[src/rtl/lv_owt_tx_arb.sv]
// OWT transmit arbiter: grants one of three requesters to the OWT tx engine,
// handles per-grant retries on nack/timeout and enforces an inter-frame gap.
module lv_owt_tx_arb #(
  parameter int FRM_W     = 16,
  parameter int TMO_CYC   = 255,
  parameter int RETRY_MAX = 3,
  parameter int GAP_CYC   = 4
) (
  input  logic               i_clk,
  input  logic               i_rst_n,
  input  logic               i_en,
  input  logic [2:0]         i_req,
  input  logic [3*FRM_W-1:0] i_req_frm,
  output logic [2:0]         o_req_ack,
  output logic [2:0]         o_req_err,
  output logic               o_tx_req,
  output logic [FRM_W-1:0]   o_tx_frm,
  input  logic               i_tx_done,
  input  logic               i_tx_nack,
  output logic               o_busy
);

  localparam int              CNT_W    = (RETRY_MAX < 2) ? 1 : $clog2(RETRY_MAX + 1);
  localparam logic [CNT_W-1:0] CNT_MAX = CNT_W'(RETRY_MAX);
  localparam logic [7:0]      TMO_LAST = 8'(TMO_CYC - 1);
  localparam logic [7:0]      GAP_LAST = 8'(GAP_CYC - 1);

  typedef enum logic [1:0] {
    IDLE,
    SEND,
    GAP
  } state_t;

  state_t           state, state_d;
  logic [7:0]       timer, timer_d;
  logic [CNT_W-1:0] cnt, cnt_d;
  logic [2:0]       grant, grant_d;
  logic [FRM_W-1:0] frm_d;
  logic             ptr, ptr_d;       // 1: bit2 preferred over bit1
  logic             retry, retry_d;   // GAP returns to SEND when set
  logic [2:0]       ack_d, err_d;
  logic [2:0]       elig;
  logic [2:0]       pick;
  logic [FRM_W-1:0] pick_frm;
  logic             fail;

  // Requester selection: bit0 fixed priority, bits 1/2 round-robin.
  always_comb begin
    elig = i_req & ~(o_req_ack | o_req_err);
    pick = '0;
    if (elig[0])                  pick = 3'b001;
    else if (elig[1] && elig[2])  pick = ptr ? 3'b100 : 3'b010;
    else if (elig[1])             pick = 3'b010;
    else if (elig[2])             pick = 3'b100;
    pick_frm = '0;
    if (pick[0])      pick_frm = i_req_frm[0 +: FRM_W];
    else if (pick[1]) pick_frm = i_req_frm[FRM_W +: FRM_W];
    else if (pick[2]) pick_frm = i_req_frm[2*FRM_W +: FRM_W];
  end

  // Next-state and next-datapath logic for the IDLE/SEND/GAP sequencer.
  always_comb begin
    state_d = state;
    timer_d = timer;
    cnt_d   = cnt;
    grant_d = grant;
    frm_d   = o_tx_frm;
    ptr_d   = ptr;
    retry_d = retry;
    ack_d   = '0;
    err_d   = '0;
    fail    = i_tx_done || (timer == TMO_LAST);
    unique case (state)
      IDLE: begin
        if (i_en && (pick != 3'b000)) begin
          grant_d = pick;
          frm_d   = pick_frm;
          cnt_d   = CNT_W'(1);
          timer_d = '0;
          state_d = SEND;
          if (!pick[0]) ptr_d = pick[1];
        end
      end
      SEND: begin
        if (!i_en) begin
          state_d = IDLE;
          timer_d = '0;
          retry_d = 1'b0;
        end else if (i_tx_done && !i_tx_nack) begin
          // done takes precedence over a coincident timeout
          ack_d   = grant;
          state_d = GAP;
          timer_d = '0;
          retry_d = 1'b0;
        end else if (fail) begin
          state_d = GAP;
          timer_d = '0;
          if (cnt == CNT_MAX) begin
            err_d   = grant;
            retry_d = 1'b0;
          end else begin
            cnt_d   = cnt + 1'b1;
            retry_d = 1'b1;
          end
        end else begin
          timer_d = timer + 8'd1;
        end
      end
      GAP: begin
        if (!i_en) begin
          state_d = IDLE;
          timer_d = '0;
          retry_d = 1'b0;
        end else if (timer == GAP_LAST) begin
          timer_d = '0;
          retry_d = 1'b0;
          state_d = retry ? SEND : IDLE;
        end else begin
          timer_d = timer + 8'd1;
        end
      end
      default: state_d = IDLE;
    endcase
  end

  // State and datapath registers.
  always_ff @(posedge i_clk or negedge i_rst_n) begin
    if (!i_rst_n) begin
      state     <= IDLE;
      timer     <= '0;
      cnt       <= '0;
      grant     <= '0;
      o_tx_frm  <= '0;
      ptr       <= 1'b0;
      retry     <= 1'b0;
      o_req_ack <= '0;
      o_req_err <= '0;
    end else begin
      state     <= state_d;
      timer     <= timer_d;
      cnt       <= cnt_d;
      grant     <= grant_d;
      o_tx_frm  <= frm_d;
      ptr       <= ptr_d;
      retry     <= retry_d;
      o_req_ack <= ack_d;
      o_req_err <= err_d;
    end
  end

  assign o_tx_req = (state == SEND);
  assign o_busy   = (state != IDLE);

endmodule

[config.mk]
export PLATFORM = sky130hd
export DESIGN_NAME = lv_owt_tx_arb
export DESIGN_NICKNAME = d
export VERILOG_FILES = /design/src/rtl/lv_owt_tx_arb.sv
export SDC_FILE = /design/constraint.sdc
export NUM_CORES = 1
export LEC_CHECK = 0
export CORE_MARGIN = 1
export CORE_UTILIZATION = 44
export CTS_CLUSTER_DIAMETER = 50
export DETAILED_ROUTE_END_ITERATION = 10
export GPL_ROUTABILITY_DRIVEN = 0
export PLACE_DENSITY_LB_ADDON = 0.25
export SKIP_LAST_GASP = 1
export SYNTH_ARGS = -nofsm -noshare
export SYNTH_HDL_FRONTEND = slang
export SYNTH_SLANG_ARGS = --single-unit
[constraint.sdc]
create_clock -name i_clk -period 2.3 [get_ports i_clk]
set_clock_uncertainty 0.1 [all_clocks]
set_input_delay 0.46 -clock i_clk [delete_from_list [all_inputs] [get_ports i_clk]]
set_output_delay 0.46 -clock i_clk [all_outputs]
set_load 0.01 [all_outputs]
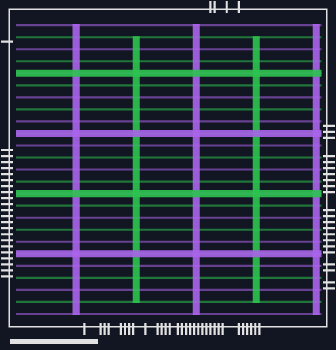
Figure 1: run 1, PDN straps and rails.
Bar = 20 um. Pins as bars on the die edge.
[VDD] green
[VSS] purple
rows: 24
signal pins: 80
met1 rails: 25

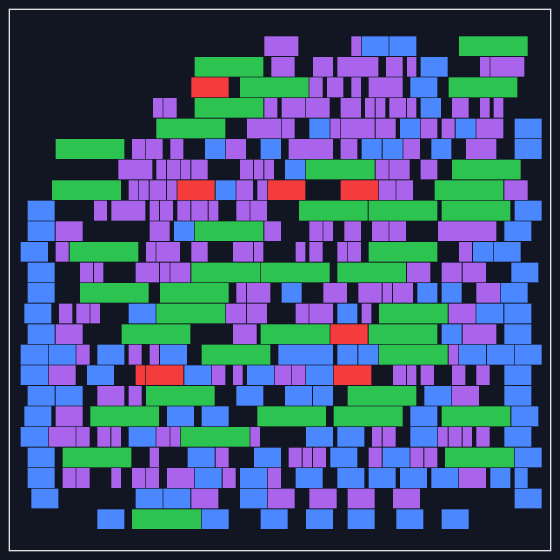
Figure 2: run 1, cells colored by class.
[all other logic] purple | cells: 171
[clock drivers and dummy loads] red | cells: 8
[flip-flops] green | cells: 39
[other buffers and delay cells] blue | cells: 102
Core Util, Final: 71.2%
number of rows created at floorplan: 24
share of the final layout cell area in sequential cells: 30.4%
placeable core region: 4500 um2
Layout Cell Area excl Fill: 3210 um2

==> flow_metrics.py, run 1 <==
# Auto-generated metrics
metrics = {
    "outcome": {
        "outcome": "completed",
    },
    "logic_synthesis": {
        "synth_top_cell_by_area": "sky130_fd_sc_hd__dfrtp_1",
        "synth_area_per_cell_um2": 9.55,
        "synth.net_count": 286,
        "distinct_lib_cells": 41,
        "top_cell_area_share_pct": 46.0,
        "edf_count": 0,
        "synth.yosys.warnings": 0,
        "ys_top_cells_by_count": "sky130_fd_sc_hd__dfrtp_1, sky130_fd_sc_hd__o21ai_0, sky130_fd_sc_hd__nand2_1",
        "postSynthCellCount": 222,
    },
    "critical_path": {
        "worst-path-max-fanout": 3,
        "r2r_start": "timer[3]",
        "crit_path_top_delay_cell": "sky130_fd_sc_hd__clkdlybuf4s50_1",
        "critical_path_depth": 6,
        "reg2reg_slack_ns": 0.13,
        "worstPathRequired_ns": 2.37,
        "cp_launch_type": "input port",
        "crit_arrival_ns": 2.29,
    },
    "final_timing": {
        "totalNegativeSetupSlack_ns": 0,
        "fin_ws_ns": 0.0809,
        "setup_viol": 0,
        "timing.hold.ws_ns": 0.120,
        "final.period_utilization_pct": 96.5,
        "hold_violations": 0,
    },
    "final_layout": {
        "final.fill_count": 351,
        "layout.cells.most_common_list": "sky130_fd_sc_hd__clkdlybuf4s50_1, sky130_fd_sc_hd__o21ai_0, sky130_fd_sc_hd__dfrtp_1",
        "insertedDiodeCount": 0,
    },
    "placement": {
        "placed_instance_area_um2": 3100,
        "place_hpwl_mm": 4.01,
    },
    "flow_run": {
        "openroad_warnings": 32,
    },
    "floorplan": {
        "dieHeight_um": 71.4,
        "initial_core_util_pct": 47.1,
        "ioPinCount": 80,
        "die-width_um": 71.4,
    },
    "grt": {
        "grt_start_max_net_pins": 40,
        "antenna_found_initial": 0,
        "track_usage_pct": 22.2,
        "first_global_vias": 1946,
    },
    "power": {
        "power_density_nw_per_um2": 895,
    },
    "clock_tree": {
        "cts_num_sinks": 39,
        "cts.repair_timing.setup_buffer_count": 0,
        "htree_levels": 2,
        "cts_tree": "yes",
        "worst_skew_pair.late_latency_ns": 0.28,
    },
    "detailed_routing": {
        "via_count": 1997,
        "post-route-drc-count": 0,
        "antenna_left": 0,
    },
}
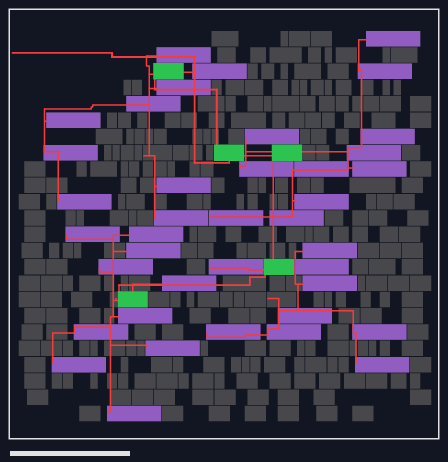
Figure 3: run 1, clock distribution.
Bar = 20 um.
[cells driving clock nets] green | count: 5
[clock wires] red | length: 453 um
[flip-flops] purple | count: 39
routed clock nets: 6

==> run 1: metal layers <==
metal	vias up	track usage, %	routed length [um]	share of wire, %
li1	1009	-	-	-
met1	925	28.9	2380	45
met2	57	36.3	2580	49
met3	6	5.91	256	4.9
met4	0	6.67	48	0.91
met5	-	0	0	0
==> run 1: where the power goes <==
part,switching [mW],internal (mW),leakage (nW)
Clock,0.221,0.273,0.0515
Sequential,0.136,0.899,0.507
Combinational,0.605,0.736,0.859
Total,0.961,1.91,1.42
==> run 1: repair_timing <==
| item | 4_1_cts | 5_1_grt |
|---|---|---|
| hold buffers | 0 | 0 |
| gates resized | 0 | 2 |
| endpoints found under the setup margin | 0 | 6 |
==> run 1: layout make-up <==
class	instances	share of cell area, %
inverter	8	0.937
tap	52	2.03
timing repair buffer	102	30.3
clock buffer	8	3.12
multi-input combinational	163	33.2
sequential	39	30.4
==> run 1: state kept, by name, summed over array words and instances (netlist names), 2 cells and up <==
register and cells:
grant 3, o_req_ack 3, o_req_err 3, state 2, timer 8, o_tx_frm 16
cnt 2
==> run 1: stage by stage <==
| stage | power (mW) | instances |
|---|---|---|
| 2_1_floorplan | 1.70 | 222 |
| 6_report | 2.87 | 372 |
| 5_1_grt | 3.09 | 372 |
| 3_3_place_gp | 2.36 | 364 |
| 3_5_place_dp | 2.40 | 364 |
| 4_1_cts | 2.90 | 372 |
==> run 1: kinds of logic after synthesis <==
family,Yosys count,share of synthesized area [%]
fa+ha+maj,8,4.72
mux,2,1.00
flops,39,46.0
simple gates,73,17.3
buf+inv,20,4.19
compound gates,80,26.7
==> run 1 -> run 2 <==
--- a/config.mk
+++ b/config.mk
@@ -5,12 +5,13 @@
 export SDC_FILE = /design/constraint.sdc
 export NUM_CORES = 1
 export LEC_CHECK = 0
-export CORE_MARGIN = 1
+export CORE_MARGIN = 2
 export CORE_UTILIZATION = 44
 export CTS_CLUSTER_DIAMETER = 50
 export DETAILED_ROUTE_END_ITERATION = 10
 export GPL_ROUTABILITY_DRIVEN = 0
 export PLACE_DENSITY_LB_ADDON = 0.25
+export SKIP_CTS_REPAIR_TIMING = 1
 export SKIP_LAST_GASP = 1
 export SYNTH_ARGS = -nofsm -noshare
 export SYNTH_HDL_FRONTEND = slang
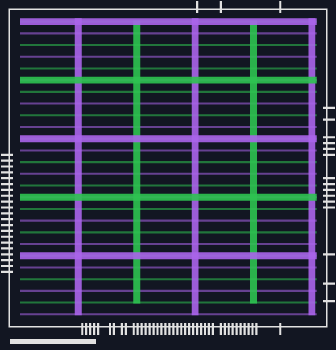
Figure 4: run 2, PDN straps and rails.
Bar = 20 um. Pins as bars on the die edge.
[VDD] green
[VSS] purple
rows: 25
met5 straps: 5
met4 straps: 5
met1 rails: 26
signal pins: 80

==> run 2 against run 1 <==
- total power fell by 0.31%
- routed wire length rose by 2.8%
- design area rose by 0.74%
- sequential power barely moved
- area after synthesis did not move
- combinational power rose by 3%
- final cell count rose by 1.3%
- clock power fell by 8.1%
- critical path depth did not move
- sequential cell count did not move
- critical endpoint is now timer[5]
- largest power group unchanged
==> flow_metrics.py, run 2 <==
# Auto-generated metrics
metrics = {
    "outcome": {
        "outcome": "completed",
    },
    "final_layout": {
        "final_cells": 377,
        "post-route-util_pct": 68.8,
        "largest_register_ffs": 16,
        "layout.cells.most_common_list": "sky130_fd_sc_hd__clkdlybuf4s50_1, sky130_fd_sc_hd__o21ai_0, sky130_fd_sc_hd__dfrtp_1",
    },
    "clock_tree": {
        "htree_levels": 2,
    },
    "power": {
        "intPower_mw": 1.87,
        "power_density_nw_per_um2": 886,
        "power.combinational.fraction_pct": 48.3,
        "p_sw_mw": 0.996,
        "swShare_pct": 34.8,
        "power.sequential.fraction_pct": 35.8,
        "power.clock.fraction_pct": 15.9,
    },
    "critical_path": {
        "worst-path-max-fanout": 5,
        "r2r_start": "state[1]",
    },
    "logic_synthesis": {
        "distinct_lib_cells": 41,
        "synth.yosys.warnings": 0,
        "fraction_of_synthesized_cell_area_in_xor_and_xnor_cells_pct": 0,
        "top_cell_area_share_pct": 46.0,
        "synth_mux_share_pct": 1.00,
        "adder_and_majority_gate_portion_of_the_synthesized_area_pct": 4.72,
        "postSynthCellCount": 222,
        "logic_family": "AND-OR/OR-AND gates",
        "edf_count": 0,
        "synth.net_count": 286,
        "synth_top_cell_by_area": "sky130_fd_sc_hd__dfrtp_1",
    },
    "floorplan": {
        "placementRows": 25,
        "die-width_um": 73.4,
    },
    "detailed_routing": {
        "antenna_left": 0,
        "post-route-drc-count": 0,
    },
    "final_timing": {
        "totalNegativeSetupSlack_ns": 0,
        "setup_viol": 0,
    },
    "placement": {
        "place_hpwl_mm": 4.12,
    },
}
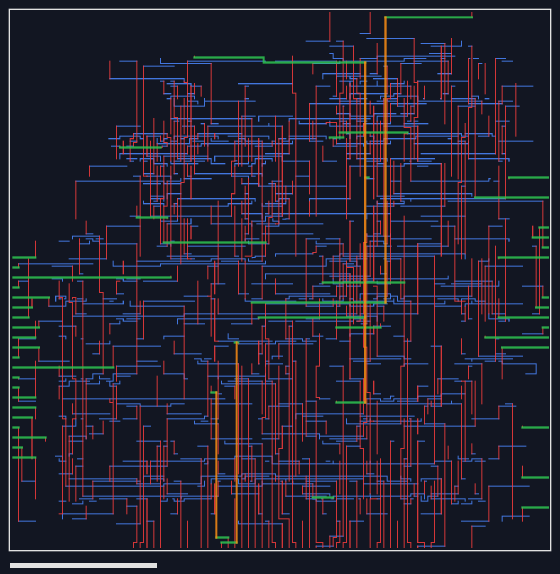
Figure 5: run 2, wiring by layer.
Bar = 20 um.
[met2] red | wire length: 2700 um
[met1] blue | wire length: 2310 um
[met3] green | wire length: 270 um
[met4] orange | wire length: 132 um
via count: 2062
GRT Overall Usage: 22.4%

## run 2: netlist changes by cell type in the layout (fill, tap and decap cells not counted), sizes merged
| cell | before | now |
|---|---|---|
| clkinv | 0 | 1 |
| dlymetal6s2s | 0 | 1 |
| clkbuf | 8 | 7 |
| clkdlybuf4s50 | 78 | 77 |
| buf | 24 | 27 |
## run 2: worst min path at each step
stage | start | to | slack (ns) | cells after the start
final | i_rst_n | o_tx_frm[10] | 0.11 | 2
after global routing | i_rst_n | o_req_ack[2] | 0.15 | 2
after CTS | i_rst_n | grant[0] | 0.13 | 2
after detailed placement | o_tx_frm[8] | o_tx_frm[8] | 0.37 | 2
after global placement | o_tx_frm[1] | o_tx_frm[1] | 0.36 | 2
after floorplan | i_rst_n | cnt[0] | 0.06 | 0
## run 2: per-stage QoR
stage               setup WS, ns  area (um2)
detailed placement        -0.273        3130
finish                    0.0683        3230
global placement          -0.218        3130
CTS                      -0.0142        3210
global route           -0.000994        3230
floorplan                  0.191        2120
## run 2: per-layer routing
| layer | track usage (%) | wire [um] | up-vias |
|---|---|---|---|
| li1 | - | - | 1021 |
| met1 | 25.6 | 2310 | 968 |
| met2 | 39.4 | 2700 | 63 |
| met3 | 5.90 | 270 | 10 |
| met4 | 9.09 | 131 | 0 |
| met5 | 0 | 0 | - |
## run 2: final cells by class
cell class              count  area [um2]  share of cell area (%)
clock buffers               7        76.3                    2.36
clock inverters             1        5.00                   0.155
inverters                   8        30.0                   0.930
multi-input cells         163        1070                    33.0
flip-flops and latches     39         976                    30.2
well taps                  54        67.6                    2.09
repair buffers            105        1010                    31.2
Power figures rest on the tool's default switching activity, not on a simulated workload.
